==> config.mk <==
export PLATFORM = sky130hd
export DESIGN_NAME = crc_engine
export DESIGN_NICKNAME = d
export VERILOG_FILES = /design/src/rtl/crc_engine.sv
export SDC_FILE = /design/constraint.sdc
export NUM_CORES = 1
export LEC_CHECK = 0
export CORE_UTILIZATION = 45
export DETAILED_ROUTE_END_ITERATION = 8
export PLACE_DENSITY = 0.72
export SYNTH_ARGS = -nofsm -noshare
export SYNTH_HDL_FRONTEND = slang
export SYNTH_SLANG_ARGS = --single-unit
==> constraint.sdc <==
create_clock -name clk -period 1.9 [get_ports clk]
set_input_delay 0.19 -clock clk [delete_from_list [all_inputs] [get_ports clk]]
set_output_delay 0.19 -clock clk [all_outputs]
set_load 0.05 [all_outputs]
==> src/rtl/crc_engine.sv <==
// ---------------------------------------------------------------------------
// crc_engine
//
// Purpose:
//   Parametrised CRC generator/checker that consumes DATA_W bits per accepted
//   beat.  Frames are delimited by in_first/in_last.  When the last beat is
//   accepted, the final CRC and a residue-check flag are presented on a held
//   valid/ready output.  With the default parameters and DATA_W=1, the
//   register tracks the older serial CRC-8 shift register bit for bit.
//
// Ports:
//   clk        - clock, rising edge
//   reset      - asynchronous active-high reset
//   in_valid   - input beat present
//   in_ready   - engine can accept a beat (low while a result is held)
//   in_data    - beat data, bit DATA_W-1 processed first
//   in_first   - beat starts a frame
//   in_last    - beat ends a frame
//   out_ready  - consumer accepts the held result
//   crc_valid  - result available, held until out_ready
//   crc_out    - final CRC (register ^ XOROUT)
//   crc_ok     - final register equalled RESIDUE
//   frame_err  - sticky framing error flag
//   err_clr    - synchronous clear of frame_err (a new error wins)
// ---------------------------------------------------------------------------
module crc_engine #(
    parameter int              CRC_W   = 8,
    parameter logic [CRC_W-1:0] POLY    = 8'h1D,
    parameter logic [CRC_W-1:0] INIT    = '0,
    parameter logic [CRC_W-1:0] XOROUT  = '0,
    parameter int              DATA_W  = 1,
    parameter logic [CRC_W-1:0] RESIDUE = '0
) (
    input  logic              clk,
    input  logic              reset,
    input  logic              in_valid,
    output logic              in_ready,
    input  logic [DATA_W-1:0] in_data,
    input  logic              in_first,
    input  logic              in_last,
    input  logic              out_ready,
    output logic              crc_valid,
    output logic [CRC_W-1:0]  crc_out,
    output logic              crc_ok,
    output logic              frame_err,
    input  logic              err_clr
);

    localparam logic [1:0] IDLE = 2'd0;
    localparam logic [1:0] RUN  = 2'd1;
    localparam logic [1:0] HOLD = 2'd2;

    logic [1:0]       state_q, state_d;
    logic [CRC_W-1:0] crc_q, crc_d;
    logic [CRC_W-1:0] crc_out_q, crc_out_d;
    logic             crc_ok_q, crc_ok_d;
    logic             frame_err_q, frame_err_d;

    logic             accept;
    logic             err_set;
    logic [CRC_W-1:0] next_crc;

    assign in_ready  = (state_q != HOLD);
    assign accept    = in_valid && in_ready;
    assign crc_valid = (state_q == HOLD);
    assign crc_out   = crc_out_q;
    assign crc_ok    = crc_ok_q;
    assign frame_err = frame_err_q;

    // Unrolled bit-serial update: a first beat always seeds from INIT, so a
    // restart inside RUN and a normal start in IDLE share the same path.
    always_comb begin
        next_crc = in_first ? INIT : crc_q;
        for (int i = DATA_W - 1; i >= 0; i--) begin
            if (in_data[i] ^ next_crc[CRC_W-1]) begin
                next_crc = {next_crc[CRC_W-2:0], 1'b0} ^ POLY;
            end else begin
                next_crc = {next_crc[CRC_W-2:0], 1'b0};
            end
        end
    end

    // Frame sequencing.  A beat without in_first in IDLE has no frame to join,
    // so it is swallowed and flagged rather than stalled.  The result
    // registers only load on the edge that moves into HOLD.
    always_comb begin
        state_d   = state_q;
        crc_d     = crc_q;
        crc_out_d = crc_out_q;
        crc_ok_d  = crc_ok_q;
        err_set   = 1'b0;
        case (state_q)
            IDLE: begin
                if (accept) begin
                    if (in_first) begin
                        crc_d   = next_crc;
                        state_d = in_last ? HOLD : RUN;
                    end else begin
                        err_set = 1'b1;
                    end
                end
            end
            RUN: begin
                if (accept) begin
                    crc_d = next_crc;
                    if (in_first) begin
                        err_set = 1'b1;
                    end
                    if (in_last) begin
                        state_d = HOLD;
                    end
                end
            end
            HOLD: begin
                if (out_ready) begin
                    state_d = IDLE;
                    crc_d   = INIT;
                end
            end
            default: begin
                state_d = IDLE;
                crc_d   = INIT;
            end
        endcase
        if ((state_q != HOLD) && (state_d == HOLD)) begin
            crc_out_d = next_crc ^ XOROUT;
            crc_ok_d  = (next_crc == RESIDUE);
        end
        frame_err_d = frame_err_q;
        if (err_set) begin
            frame_err_d = 1'b1;
        end else if (err_clr) begin
            frame_err_d = 1'b0;
        end
    end

    always_ff @(posedge clk or posedge reset) begin
        if (reset) begin
            state_q     <= IDLE;
            crc_q       <= INIT;
            crc_out_q   <= '0;
            crc_ok_q    <= 1'b0;
            frame_err_q <= 1'b0;
        end else begin
            state_q     <= state_d;
            crc_q       <= crc_d;
            crc_out_q   <= crc_out_d;
            crc_ok_q    <= crc_ok_d;
            frame_err_q <= frame_err_d;
        end
    end

endmodule

Metal 1:
Scale bar: 10 um.
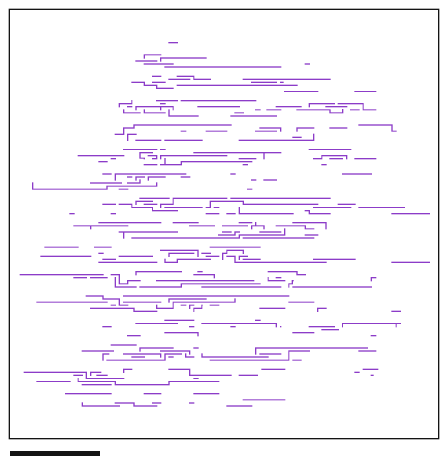
nets with wire on the layer = 113
main direction = horizontal
wire length on this layer = 852 um
longest straight run = 18.4 um
share of all routed wire = 49%
vias: 744
final WL: 1740 um
GR Layer Usage met1: 0.266

Met2 routing:
Scale bar: 10 um. Cells faint in the background.
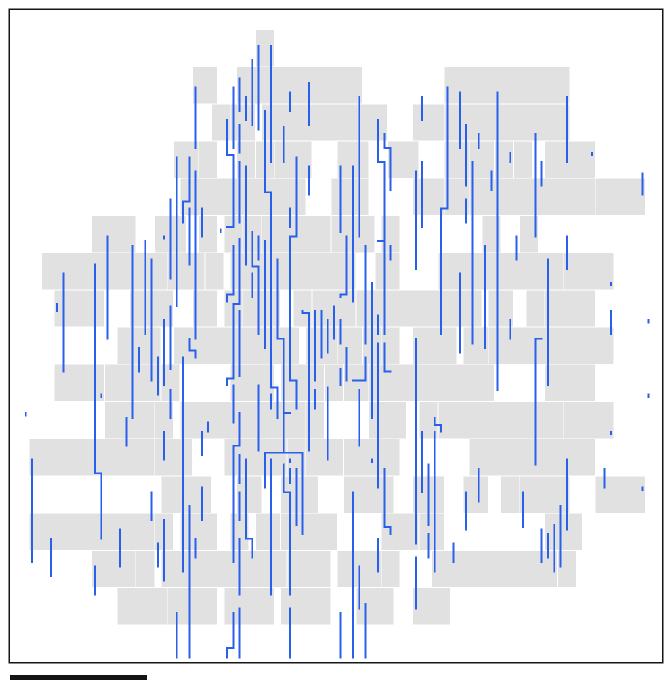
nets with wire on the layer = 104
main direction = vertical
M2 GR Usage: 0.301

Signal wires on met3:
Scale bar: 10 um. Cells faint in the background.
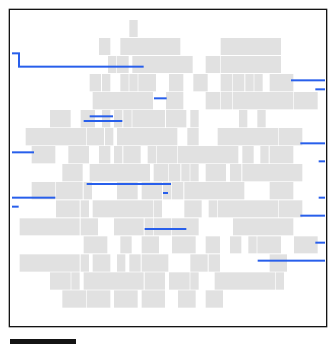
main direction = horizontal
longest straight run = 18.6 um
share of all routed wire = 4.9%
wire length on this layer = 85.8 um

Routing congestion map:
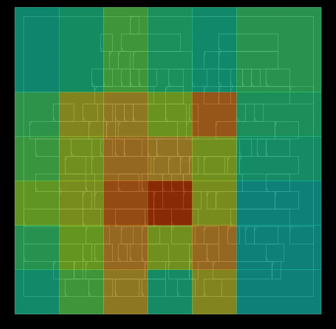
GRT Overall Usage: 0.188
met3 Use GR: 0.0340
final core utilization: 0.611

Local utilization:
The die is cut into 10 by 10 equal tiles; white is low, dark blue is high, 0 to 100% covered.
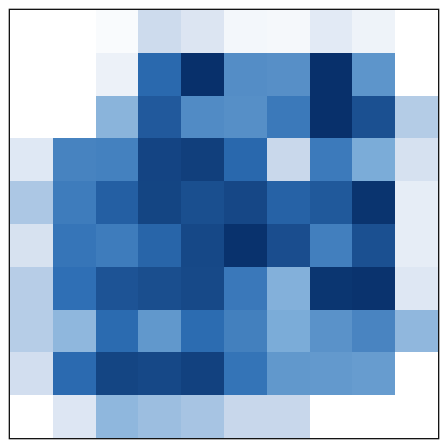
mean over tiles = 51%
emptiest ninth of the die = top left
tiles over 75% full = 32%

==> results.cfg <==
; flow metrics
[synthesis]
ff_type = dfrtp_1
fp_nets = 105
postSynthAreaPerCell_um2 = 9.67

[critical_path]
path_buffers = 1
rr_worst_depth = 3
crit_path_end_kind = primary output
critPathMaxFanout = 2
path_class = flip-flop to primary output
crit_chain = clkdlybuf4s50_1
r2r-end = crc_out[4]
required_ns = 1.71
cpPeakStageDelay_ns = 0.80
critPathSlowestCell = clkdlybuf4s50_1

[finish]
diodes = 0
drive_above_1_share = 0.133
fillers = 178
clkCellAreaFrac = 0.0303
comb_area_frac = 0.332

[clock_network]
cts_tree = built
root_buffer = clkbuf_4
insertion_delay_ns = 0.30

[floorplan]
tap_cells = 27
num_io_pins = 20

[sta]
period_used_share = 0.873
tns_ns = 0
rsz0062_at_grt = false
finalSetupViolCount = 0
maxSlewHeadroom = 0.666

[power]
pg_clk_mw = 0.250
comb_power_mw = 0.592
p_clk_frac = 0.172
powerDensity_nw_per_um2 = 1210
ir_worst_vdd_mv = 0.757
p_seq_mw = 0.610

[grt]
grt_max_degree = 21

[flow_run]
drv_cap = 0

[placement]
dp_hpwl_um = 1310

[status]
status = finished, final reports clean
worst min path at each step:
| stage | endpoint | slack [ns] | depth (start not counted) |
|---|---|---|---|
| global placement | crc_out[3] | 0.47 | 2 |
| global route | state_q[1] | 0.23 | 3 |
| CTS | state_q[1] | 0.21 | 3 |
| floorplan | crc_ok | 0.15 | 1 |
| detailed placement | crc_ok | 0.47 | 2 |
| finish | crc_out[2] | 0.20 | 3 |
stage by stage:
stage / hold slack (ns) / utilization / cell area, um2 / worst slack (ns)
global placement: 0.465 / 0.592 / 1160 / 0.242
global route: 0.228 / 0.611 / 1200 / 0.171
finish: 0.204 / 0.611 / 1200 / 0.241
detailed placement: 0.473 / 0.592 / 1160 / 0.231
floorplan: 0.154 / - / 941 / 0.192
CTS: 0.209 / 0.611 / 1200 / 0.231
kinds of logic after synthesis:
family,share of synthesized area
and+or+nand+nor,0.179
AOI/OAI and AO/OA,0.144
DFF,0.533
xor gates and xnor gates,0.0747
buffers and inverters,0.0453
muxes,0.0240
cells in the final DEF, fill, tap and decap left out, types with 3 or more instances in the layout:
master and instances:
nand2_1 20, buf_4 6, nand2b_1 4, o21ai_0 7, inv_1 4, xnor2_1 6
dfrtp_1 20, clkbuf_4 3, o21ai_1 6, clkdlybuf4s50_1 17, nor2_1 7
flip-flops by register name, summed over array words and instances, names as in the netlist:
name / cells
crc_ok: 1
frame_err: 1
crc_q: 8
crc_out: 8
state_q: 2
metal layers:
| metal | GRT usage | wire length, um |
|---|---|---|
| met2 | 0.301 | 791 |
| met4 | 0.0500 | 14 |
| met5 | 0 | 0 |
| met1 | 0.266 | 852 |
| met3 | 0.0340 | 85 |
